===== config.mk =====
export PLATFORM = sky130hd
export DESIGN_NAME = seq_sum_accum_flat
export DESIGN_NICKNAME = d
export VERILOG_FILES = /design/src/rtl/seq_sum_accum_if.sv /design/src/rtl/seq_sum_accum.sv /design/src/flat_wrapper.sv
export SDC_FILE = /design/constraint.sdc
export NUM_CORES = 1
export LEC_CHECK = 0
export CORE_UTILIZATION = 43
export DETAILED_ROUTE_END_ITERATION = 6
export HOLD_SLACK_MARGIN = 0.15
export PLACE_DENSITY = 0.85
export SLEW_MARGIN = 20
export SYNTH_ARGS = -nofsm -noshare
export SYNTH_HDL_FRONTEND = slang
export SYNTH_SLANG_ARGS = --single-unit

===== constraint.sdc =====
create_clock -name clk -period 2.8 [get_ports clk]
set_input_delay 0.56 -clock clk [delete_from_list [all_inputs] [get_ports clk]]
set_output_delay 0.56 -clock clk [all_outputs]
set_load 0.02 [all_outputs]

===== src/rtl/seq_sum_accum_if.sv =====
// ============================================================================
// Module  : seq_sum_accum_if
// Brief   : Operand/result bundle for seq_sum_accum (master = source/sink side)
// Revision: 1.0 - initial release
// ============================================================================
`default_nettype none

interface seq_sum_accum_if #(
  parameter int WIDTH = 10,
  parameter int COUNT = 4
);
  localparam int CW = ($clog2(COUNT + 1) > 1) ? $clog2(COUNT + 1) : 1;

  logic             clear;
  logic             in_valid;
  logic             in_ready;
  logic [WIDTH-1:0] a;
  logic [WIDTH-1:0] b;
  logic             out_valid;
  logic             out_ready;
  logic [WIDTH-1:0] out;
  logic             ovf;
  logic [CW-1:0]    beat_cnt;

  modport master (
    output clear, in_valid, a, b, out_ready,
    input  in_ready, out_valid, out, ovf, beat_cnt
  );

  modport slave (
    input  clear, in_valid, a, b, out_ready,
    output in_ready, out_valid, out, ovf, beat_cnt
  );
endinterface

`default_nettype wire


===== src/rtl/seq_sum_accum.sv =====
// ============================================================================
// Module  : seq_sum_accum
// Brief   : Accumulates a+b over COUNT accepted beats, presents the frame sum.
//           Define SEQ_SUM_SAT_EN to saturate on overflow instead of wrapping.
// Revision: 1.0 - initial release
// ============================================================================
`default_nettype none

module seq_sum_accum #(
  parameter int WIDTH = 10,
  parameter int COUNT = 4
) (
  input  wire logic       clk,
  input  wire logic       rst,
  seq_sum_accum_if.slave  bus
);

  localparam int CW = ($clog2(COUNT + 1) > 1) ? $clog2(COUNT + 1) : 1;
  localparam logic [CW-1:0]    c_last = CW'(COUNT - 1);
  localparam logic [WIDTH+1:0] c_max  = {2'b00, {WIDTH{1'b1}}};

  typedef enum logic [0:0] {
    ST_ACC  = 1'b0,
    ST_DONE = 1'b1
  } state_t;

  state_t           state_q, state_d;
  logic [WIDTH-1:0] acc_q, acc_d;
  logic [CW-1:0]    cnt_q, cnt_d;
  logic             ovf_q, ovf_d;

  logic [WIDTH+1:0] w_sum;
  logic             w_over;
  logic [WIDTH-1:0] w_acc_next;

  // Two guard bits hold the worst case: (2^W-1)*3 < 2^(W+2).
  assign w_sum  = {2'b00, acc_q} + {2'b00, bus.a} + {2'b00, bus.b};
  assign w_over = (w_sum > c_max);

`ifdef SEQ_SUM_SAT_EN
  assign w_acc_next = w_over ? {WIDTH{1'b1}} : w_sum[WIDTH-1:0];
`else
  assign w_acc_next = w_sum[WIDTH-1:0];
`endif

  always_ff @(posedge clk or posedge rst) begin
    if (rst) begin
      state_q <= ST_ACC;
      acc_q   <= '0;
      cnt_q   <= '0;
      ovf_q   <= 1'b0;
    end else begin
      state_q <= state_d;
      acc_q   <= acc_d;
      cnt_q   <= cnt_d;
      ovf_q   <= ovf_d;
    end
  end

  always_comb begin
    state_d = state_q;
    acc_d   = acc_q;
    cnt_d   = cnt_q;
    ovf_d   = ovf_q;

    // clear outranks both the beat accept and the result handshake.
    if (bus.clear) begin
      state_d = ST_ACC;
      acc_d   = '0;
      cnt_d   = '0;
      ovf_d   = 1'b0;
    end else begin
      case (state_q)
        ST_ACC: begin
          if (bus.in_valid) begin
            acc_d = w_acc_next;
            cnt_d = cnt_q + CW'(1);
            ovf_d = ovf_q | w_over;
            if (cnt_q == c_last) begin
              state_d = ST_DONE;
            end
          end
        end
        ST_DONE: begin
          if (bus.out_ready) begin
            state_d = ST_ACC;
            acc_d   = '0;
            cnt_d   = '0;
            ovf_d   = 1'b0;
          end
        end
        default: begin
          state_d = ST_ACC;
        end
      endcase
    end
  end

  assign bus.in_ready  = (state_q == ST_ACC);
  assign bus.out_valid = (state_q == ST_DONE);
  assign bus.out       = acc_q;
  assign bus.ovf       = ovf_q;
  assign bus.beat_cnt  = cnt_q;

endmodule

`default_nettype wire


===== src/flat_wrapper.sv =====
// flat-port wrapper written by rule: the top's interface ports become plain ports
module seq_sum_accum_flat 
#(
  parameter int WIDTH = 10,
  parameter int COUNT = 4
)
  (clk, rst, bus_clear, bus_in_valid, bus_a, bus_b, bus_out_ready, bus_in_ready, bus_out_valid, bus_out, bus_ovf, bus_beat_cnt);
  seq_sum_accum_if #(.WIDTH(WIDTH), .COUNT(COUNT)) bus_i ();
  input  wire logic clk;
  input  wire logic rst;
  input wire logic [$bits(bus_i.clear)-1:0] bus_clear;
  input wire logic [$bits(bus_i.in_valid)-1:0] bus_in_valid;
  input wire logic [$bits(bus_i.a)-1:0] bus_a;
  input wire logic [$bits(bus_i.b)-1:0] bus_b;
  input wire logic [$bits(bus_i.out_ready)-1:0] bus_out_ready;
  output wire logic [$bits(bus_i.in_ready)-1:0] bus_in_ready;
  output wire logic [$bits(bus_i.out_valid)-1:0] bus_out_valid;
  output wire logic [$bits(bus_i.out)-1:0] bus_out;
  output wire logic [$bits(bus_i.ovf)-1:0] bus_ovf;
  output wire logic [$bits(bus_i.beat_cnt)-1:0] bus_beat_cnt;
  assign bus_i.clear = bus_clear;
  assign bus_i.in_valid = bus_in_valid;
  assign bus_i.a = bus_a;
  assign bus_i.b = bus_b;
  assign bus_i.out_ready = bus_out_ready;
  assign bus_in_ready = bus_i.in_ready;
  assign bus_out_valid = bus_i.out_valid;
  assign bus_out = bus_i.out;
  assign bus_ovf = bus_i.ovf;
  assign bus_beat_cnt = bus_i.beat_cnt;
  seq_sum_accum #(.WIDTH(WIDTH), .COUNT(COUNT)) u_core (.clk(clk), .rst(rst), .bus(bus_i));
endmodule

### Ports around the boundary, run 1

Pins as bars across the die edge, other pins in grey.
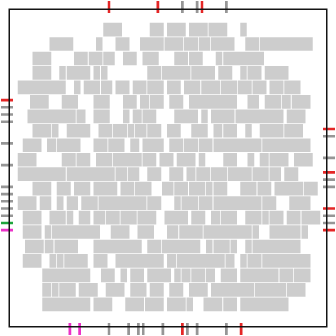
bus_beat_cnt: shown in magenta, pins 3, direction output, edge 2 bottom, 1 left. bus_out_valid: shown in green, pins 1, direction output, edge left. bus_a: shown in red, pins 10, direction input, edge 4 right, 3 top, 2 bottom, 1 left.
All pins by edge: 13 left, 12 bottom, 10 right, 6 top.
overall die height: 59.44 µm
Die Width: 59.44 µm
count of buffers inserted at the top-level ports: 40

### Routed metal, one colour a layer, run 1

Bar = 20 µm.
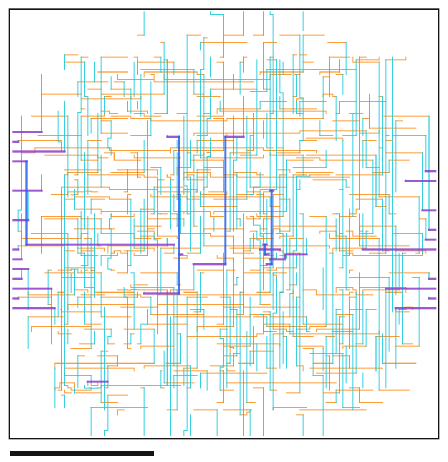
M1: shown in orange, wire length 1750 µm. M2: shown in cyan, wire length 2140 µm. M3: shown in purple, wire length 116 µm. M4: shown in blue, wire length 62.6 µm.
combined global-route utilization of all metal layers: 24.79%
routed wire length: 4.066 mm
routed via count: 1509
Wirelength per Cell: 14.17 µm

==> summary.txt, run 1 <==
Here are the numbers from the latest Yosys + OpenROAD run.

The flow ran to the end, but the final reports show violations. The final reports fail on setup timing. The DRC violation total after the first TritonRoute iteration is ~40. The number of stages on the worst hold path is 1. For this run, the detailed router reports a per-instance via density of 5.258. The layout cell share with drive strength beyond 1 came out at 32.92%. The number of endpoints failing setup at the final stage came out at 4.

The fraction of synthesized area in multiplexers came out at 0%. The timing report gives the clock slew at the launch and capture registers of the worst setup and hold paths as 0.10 ns. The wire length of the first global-routing pass is 6.541 mm. Setup repair after global routing could not meet its margin everywhere.

The number of enable-type register cells in the synthesized netlist came out at 0. Looking at the max-slew report, the worst-margin pin has a slew of roughly 0.76 ns. The via count of the first global-routing pass is 1577. After synthesis, flip-flops and latches occupy 26.46% of the total area. The multi-input combinational cell count is 127. Checking max transition, the worst relative margin is roughly half. The startpoint of the worst hold path is u_core.bus.beat_cnt[0].

The fraction of standard cell area that is sequential came out at between 10% and 20%. For reference, the top cells by count after synthesis are 22 x ha_1, 15 x dfrtp_1, 12 x inv_1, 12 x nand2_1. The library cell used as clock root buffer is clkbuf_4. The post-route standard cell area excluding fillers came out at 0.002389 mm². The floorplan row count is 20. The initial antenna violation count is 0. The maximum fanout encountered on the critical timing path came out at 4. In this run the critical path is formed by ha_4 > inv_2 > fa_2 > nor2b_2 > o21ai_2 > nand2b_1 > xor2_1 > ha_1 > nor2b_1 > a311o_1 > a31o_1 > xnor2_1 > o21ai_1. The count of max-cap constraint violations came out at 0. The overall power is 2448 µW. The proportion of netlist area held by the largest area contributor came out at 26.46%. The timing report shows that the slowest cell on the worst path is dfrtp_1. The delay of the slowest cell on the worst path came out at 0.40 ns. The worst slack at placement is -0.8149 ns. The number of iterations in the first detailed-routing pass came out at 4.

The count of cells in the finished layout, fillers not included, comes to 287. The leading power group is combinational logic. The worst path uses 105.6% of the clock period.

The combined area of the multi-input logic cells came out at approximately 0.0011 mm². The detailed router put a total of 1.749 mm of wire on met1. The commonest register cell is dfrtp_1. The overflow left after global routing came out at 0. The final setup TNS came out at -0.3507 ns.

The worst vdd rail ir drop is approximately 0.56 mV. The post-synthesis share of cell area spent on and-or and or-and gates came out at 25.93%. The total placed instance area came out at 0.002182 mm².

The layout inverter count without the clock tree is 12. The number of hold violations in the final report came out at 0. The layout overhead on the synthesized area is 68.34%. The number of antenna diodes is 0. The synthesized-area fraction occupied by adder cells came out at 22.22%. The path type of the worst setup path is flip-flop to flip-flop. The detailed router reports a met3 wire length of 116 µm. Before placement the cells fill between 40% and 50% of the core. The OpenROAD report gives the critical path a data arrival time of between 3 and 4 ns.

The number of pins with negative max-slew slack in the final report came out at 0. The standby leakage power came out at 0.001101 µW. The final-layout fill cell count came out at about 240. OpenROAD emitted warnings numbering 29. The count of H-tree levels built during CTS is 1.

The number of placed I/O pins came out at between 40 and 50. The final timing report gives a worst setup slack of -0.1563 ns. The reg2reg setup slack is -0.16 ns. The fraction of power spent switching nets is 42.07%. Tap insertion was completed with around 44 tapcells. The final core utilization came out at 76.98%. The post-synthesis cell type count is 38.

The floorplan core area is roughly 0.0031 mm². The layout net count came out at 293. The net count after synthesis came out at 205.

The endpoint of the lowest-slack register-to-register path is u_core.bus.out[9]. The biggest area contributor in the post-synthesis netlist is dfrtp_1. For this design, the CTS-stage hold fixing added 0 buffers. The highest clock rate this design can be run at is about 340 MHz. The number of cell instances on the worst register-to-register path is 13. The power in combinational cells is 1980 µW. The chip footprint came out at 0.003533 mm².

The number of warnings printed during yosys synthesis is 0. Ranked by total cell area, the synthesized netlist is headed by dfrtp_1 26%, ha_1 19%, xnor2_1 5.6%. Tracing the worst setup path back leads to its startpoint at u_core.bus.out[0].

The register with the most flip-flops in the layout has 10 of them. The register share of total power came out at 13.6%. The global routing report lists met1 layer usage as 28.67%. The worst setup path is captured at a flip-flop. The most common logic cells in the final layout are 44 x buf_4, 35 x clkdlybuf4s50_1, 16 x ha_1.

The capture point of the critical path was reported as u_core.bus.out[9]. The buffer and inverter count on the worst path is 1. The clock-cell share of area is 1.100%.

The most common cell in the netlist is ha_1. Grouping stages by cell kind, the critical path spends the most delay in adder cells. The mean instance size in the synthesized netlist came out at 9.095 µm². The maximum clock insertion buffer count came out at 2. The maximum number of pins on one net before global-route repair came out at 16.

The number of placed instances with taps included is 270. Signal routing reaches up to met4. The number of cells upsized or downsized after cts is 25. Yosys shows that the main logic family after synthesis is AND-OR/OR-AND gates. The number of non-clock buffers in the layout came out at approximately 85. The flow reports that the clock network draws between 5 and 6% of the design power. The internal portion of total power came out at 1418 µW. On the final layout, the worst hold slack is 0.5334 ns.

The number of routed nets with antenna violations came out at 0. The routed wire length on met2 came out at ~2.1 mm. The startpoint kind of the worst setup timing path is a flip-flop. The area share of xor/xnor cells in the synthesized design came out at 8.642%. Combinational logic burns 81.0% of the power.

By area, logic gates come first. The cell area that synthesis handed to floorplanning was between 0.001 and 0.0015 mm². For this run, the chip area from Yosys synthesis comes to approximately 0.0014 mm². In the final layout, multi-input gates take up 48.04% of the cell area. The buffering overhead came out at a little under a third.

The total power divided by cell area came out at 1025 mW/mm². The global-route track usage on met2 is between 40% and 50%. After detailed routing, the number of remaining DRC violations is 0. The sequential-cell power consumption is between 300 and 400 µW.
### Clock wires, drivers and flops, run 1

Bar = 20 µm.
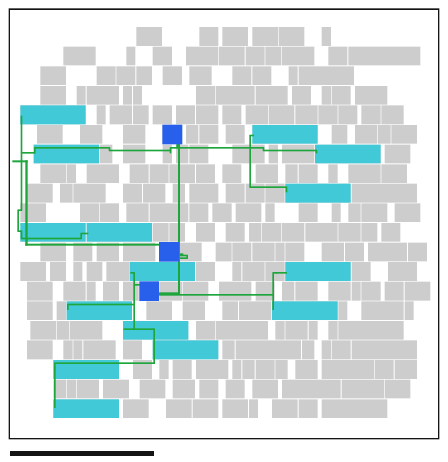
clock-net drivers: shown in blue, count 3. flip-flops: shown in cyan, count 15. clock wires: shown in green, length 226 µm.
There are 4 routed clock nets.
Clock Latency Late Sink: 0.29 ns
maximum clock skew at final layout: 0.006453 ns
clock network power: 132 µW

### Clock routing, run 1

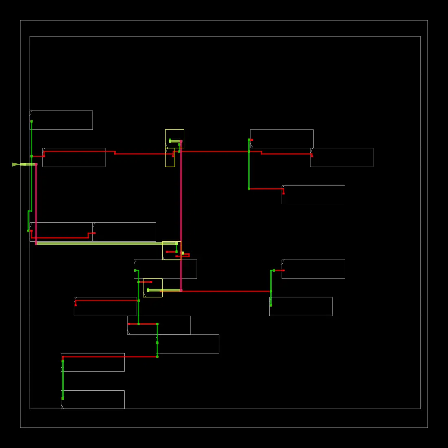
layout sequential cell count: 15
cts bufs inserted: 3
count of clock buffers in the final design: 4
sink count of the clock tree: 15

## Run 2: what changed since run 1
--- a/config.mk
+++ b/config.mk
@@ -5,10 +5,11 @@
 export SDC_FILE = /design/constraint.sdc
 export NUM_CORES = 1
 export LEC_CHECK = 0
+export CORE_MARGIN = 10
 export CORE_UTILIZATION = 43
 export DETAILED_ROUTE_END_ITERATION = 6
 export HOLD_SLACK_MARGIN = 0.15
-export PLACE_DENSITY = 0.85
+export PLACE_DENSITY = 0.8
 export SLEW_MARGIN = 20
 export SYNTH_ARGS = -nofsm -noshare
 export SYNTH_HDL_FRONTEND = slang
### Clock routing, run 2

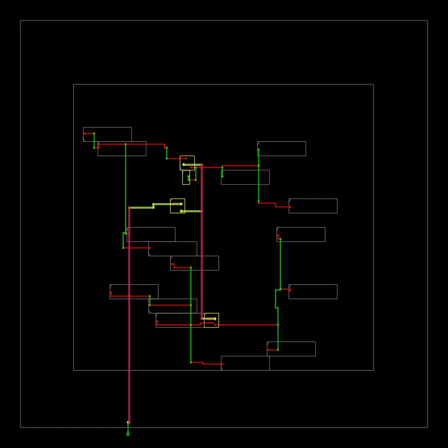
Clock Latency Late Sink: 0.30 ns
maximum clock skew at final layout: 0.003013 ns
clock network power: 139 µW

==> summary.txt, run 2 <==
Here are the numbers from the latest Yosys + OpenROAD run.

The standby leakage power is 0.001080 µW. The report lists the number of cells resized after CTS as 28. Looking at the clock tree report, the H-tree level count equals 1. The initial antenna violation count came out at 0. The worst hold path begins at u_core.bus.out[4]. The number of flip-flops under the largest register name came out at 10. The number of clock buffers in the layout is 4. The setup check on the worst reg-to-reg path leaves a slack of -0.17 ns.

Per STA, the worst path is made up of clkdlybuf4s50_1 > ha_1 > buf_4 > a21oi_1 > o21ai_2 > xor2_1 > ha_1 > nand3_1 > nand2_2 > buf_4 > and3_4 > a21oi_2 > and3_1 > o32ai_2. The width of the die is 77.44 µm. The number of endpoints failing setup at the final stage came out at 4. The number of stages on the worst hold path came out at 1.

In the layout the commonest cells are 40 x buf_4, 35 x clkdlybuf4s50_1, 17 x ha_1. The final reports fail on setup timing. The commonest cells after synthesis are 22 x ha_1, 15 x dfrtp_1, 12 x inv_1, 12 x nand2_1.

Per the post-synthesis stats, the area per cell is about 9 µm². The dominant kind of combinational cell is AND-OR/OR-AND gates. The OpenROAD warning count came out at 29. The number of warnings printed during yosys synthesis came out at 0. The number of cell instances on the worst register-to-register path came out at 14.

The number of buffers created by CTS came out at 3. The maximum number of pins on one net before global-route repair came out at 16. The met1 track demand over resource in global routing is 16.83%. The total of hold buffers inserted after clock tree synthesis is 0. Yosys mapped a number of flops with a built-in enable equal to 0. The slew check shows that the tightest pin keeps a relative margin of 59.77%. For this run, the leading register cell type out of synthesis is dfrtp_1. The global-route usage over all layers is between 10% and 20%. The DRC violation total after the first TritonRoute iteration came out at 57. The final routed DRC violation total is 0. The detailed-route vias per instance came out at about 5.2. In the post-route report, total wirelength is listed as 4.370 mm. The number of placed instances with taps included came out at 268. The floorplan core area came out at 0.003103 mm². The worst slack at placement came out at -0.8760 ns. The number of port buffers is about 40. The synthesized-area fraction occupied by adder cells is 22.22%.

STA classifies the critical path endpoint as a flip-flop. After clock tree synthesis, the clock-pin slew on the worst setup and hold paths is ~0.1 ns. The sequential-cell power consumption came out at between 300 and 400 µW.

The OpenROAD report gives the critical path a data arrival time of 3.19 ns. The number of sinks driven by the clock tree is 15. At the pin with the least slew margin, the transition time is 0.6028 ns. The floorplan report lists the tap cell count as approximately 44. The path type of the worst setup path is input pin to flip-flop.

The maximum clock insertion buffer count came out at 2. The achievable frequency came out at roughly 340 MHz. The met3 wire length is 139 µm. The slack of the critical path came out at -0.1845 ns. The repair_antennas step left the layout with diodes totalling 0.

The register share of total power came out at 13.5%. The count of max-cap constraint violations came out at 0. In the detailed route, the total length drawn on met2 is 2.294 mm. Across all layers, the routed design uses about 1500 vias.

The net count after synthesis came out at ~210. The combined area of the multi-input logic cells came out at 0.001124 mm². The chip footprint came out at 0.005997 mm². In this run, the clock network consumes 5.8% of the power. The via count of the first global-routing pass is approximately 1600. For reference, compound AND-OR and OR-AND cells occupy roughly 26% of the area reported after synthesis. The proportion of netlist area held by the largest area contributor is 26.46%. dfrtp_1 takes more of the synthesized area than any other cell. The share of the yosys chip area belonging to registers came out at 26.46%. The internal portion of the total power is ~1400 µW. The biggest area consumer among cell classes is logic gates. The run finished, with violations left. The number of pins with negative max-slew slack in the final report is 0. The global-route track usage on met2 came out at a little over a quarter. In this run the layout overhead on the synthesized area is reported as 64.02%. In this run the vertical extent of the chip is approximately 77 µm. The starting density of the core came out at roughly 46%.

For this run the top cell type by instance count after synthesis was ha_1. The overflow left after global routing is 0. The detail route stage leaves a number of antenna-violating nets equal to 0.
### Routed metal, one colour a layer, run 2

Bar = 20 µm.
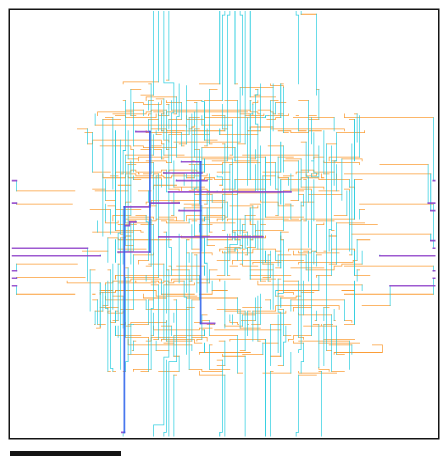
M3: shown in purple, wire length 139 µm. M2: shown in cyan, wire length 2290 µm. M1: shown in orange, wire length 1840 µm. M4: shown in blue, wire length 91.8 µm.

## Run 3: what changed since run 2
--- a/config.mk
+++ b/config.mk
@@ -6,10 +6,11 @@
 export NUM_CORES = 1
 export LEC_CHECK = 0
 export CORE_MARGIN = 10
-export CORE_UTILIZATION = 43
+export CORE_UTILIZATION = 30
+export CTS_BUF_LIST = sky130_fd_sc_hd__clkbuf_8 sky130_fd_sc_hd__clkbuf_16
 export DETAILED_ROUTE_END_ITERATION = 6
 export HOLD_SLACK_MARGIN = 0.15
-export PLACE_DENSITY = 0.8
+export PLACE_DENSITY = 0.61
 export SLEW_MARGIN = 20
 export SYNTH_ARGS = -nofsm -noshare
 export SYNTH_HDL_FRONTEND = slang
==> constraint.sdc (replaced) <==
create_clock -name clk -period 2.8 [get_ports clk]
set_input_delay 0.56 -clock clk [delete_from_list [all_inputs] [get_ports clk]]
set_output_delay 0.56 -clock clk [all_outputs]
set_load 0.1 [all_outputs]
### Register map, names as in the netlist, run 3

Other sequential cells in the stronger grey, the rest of the logic in the fainter grey.
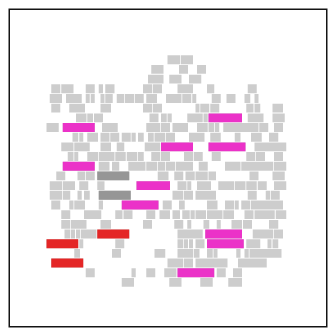
u_core.bus.beat_cnt: shown in red, sequential cells 3. u_core.bus.out: shown in magenta, sequential cells 10.
Another 2 sequential cells are not coloured.
utilization after layout: 52.27%
sequential cell area share: 16.96%
Seq power: 350 µW
Seq. cell area: 396.6 µm²

==> summary.txt, run 3 <==
Here are the numbers from the latest Yosys + OpenROAD run.

The run finished, with violations left. The checks that failed: setup timing. The layout net count is 289.

The share of total power in combinational logic came out at about four fifths. The post-synthesis share of cell area spent on and-or and or-and gates came out at 25.93%. For the final routed database, the setup TNS stands at -0.1886 ns.

The vertical extent of the die came out at 88.77 µm. The synthesized-area fraction occupied by adder cells is 22.22%. The detailed router placed roughly 1400 vias in this run. The count of max-cap constraint violations came out at 0. The number of placed instances with taps included is 279. The top cell type by total area after synthesis is dfrtp_1. The last timing report of the flow puts the setup violation total at 2. In the final report, the number of hold violations comes to 0. The warning tally printed by Yosys for this design is 0. The global route stage reports its total congestion overflow as 0. Setup repair after global routing could not meet its margin everywhere.

The startpoint kind of the worst setup timing path is a flip-flop. The finished cells cover between 0.002 and 0.0025 mm². The share of the clock period used by the worst path after layout came out at 103.4%.

The worst vdd rail ir drop came out at 0.5005 mV. Yosys mapped a number of flops with a built-in enable equal to 0. The routed wire length on met2 came out at between 1.5 and 2 mm. The maximum number of pins on one net before global-route repair is 16.

The number of routed nets with antenna violations came out at 0. The worst slack on hold paths is 0.5159 ns. The flow reports an fmax of roughly 350 MHz.

The number of cells upsized or downsized after cts came out at 24. The number of cell instances on the worst register-to-register path is 12. Once routing completed, OpenROAD measured the worst setup slack at -0.09576 ns. The post-layout instance count excluding filler cells is 291.

The total of hold buffers inserted after clock tree synthesis came out at 0. The proportion of netlist area held by the largest area contributor is a little over a quarter. The global-route track usage on met2 is 17.75%. The delay of the slowest cell on the worst path came out at 0.50 ns. The share of the yosys chip area belonging to registers came out at 26.46%. For this run the top cell type by instance count after synthesis was ha_1. The signal on the critical path passes through ha_4 > o21a_1 > a2111oi_4 > nor2_1 > xnor2_1 > ha_1 > a21oi_2 > nand2_1 > a21o_1 > a31o_1 > xnor2_1 > o21ai_1. The maximum fanout encountered on the critical timing path is 4. A synthesized cell averages between 9 and 10 µm². Registers are responsible for 12.8% of the overall power. The via count of the first global-routing pass came out at around 1500.

The netlist uses 38 different library cells. The largest individual stage delay along the critical path comes from the cell dfrtp_4. Ranked by total area, the top cell class in this layout is logic gates.

The net count after synthesis came out at about 210. The top layer reached by signal wires is met4. In the detailed route, the total length drawn on met3 is 284 µm. The number of iterations in the first detailed-routing pass is 4. For this design the static power due to leakage is 0.001107 µW. The starting density of the core is between 30% and 40%.

In this run the cell area of the synthesized design comes to around 0.0014 mm². Ranked by instance count, the synthesized netlist is headed by 22 x ha_1, 15 x dfrtp_1, 12 x inv_1, 12 x nand2_1. The logs give a warning total of 29. The buffer and inverter count on the worst path is 0.

The total placed instance area is 0.002165 mm². The number of antenna diodes is 0. The number of placed I/O pins came out at 41. The detailed-route vias per instance is 4.759. The wire length of the first global-routing pass came out at 7.024 mm.

The buffering overhead came out at 28.52%.
### Clock wires, drivers and flops, run 3

Bar = 20 µm.
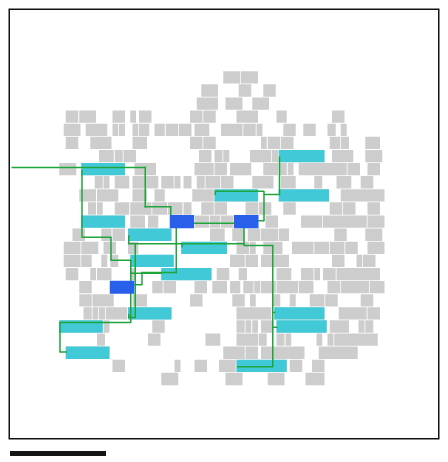
clock network power: 188 µW
maximum clock skew at final layout: 0.01126 ns
Clock Latency Late Sink: 0.26 ns
portion of total power attributed to the clock network: 6.9%

Power is estimated from default activity; no workload was simulated.
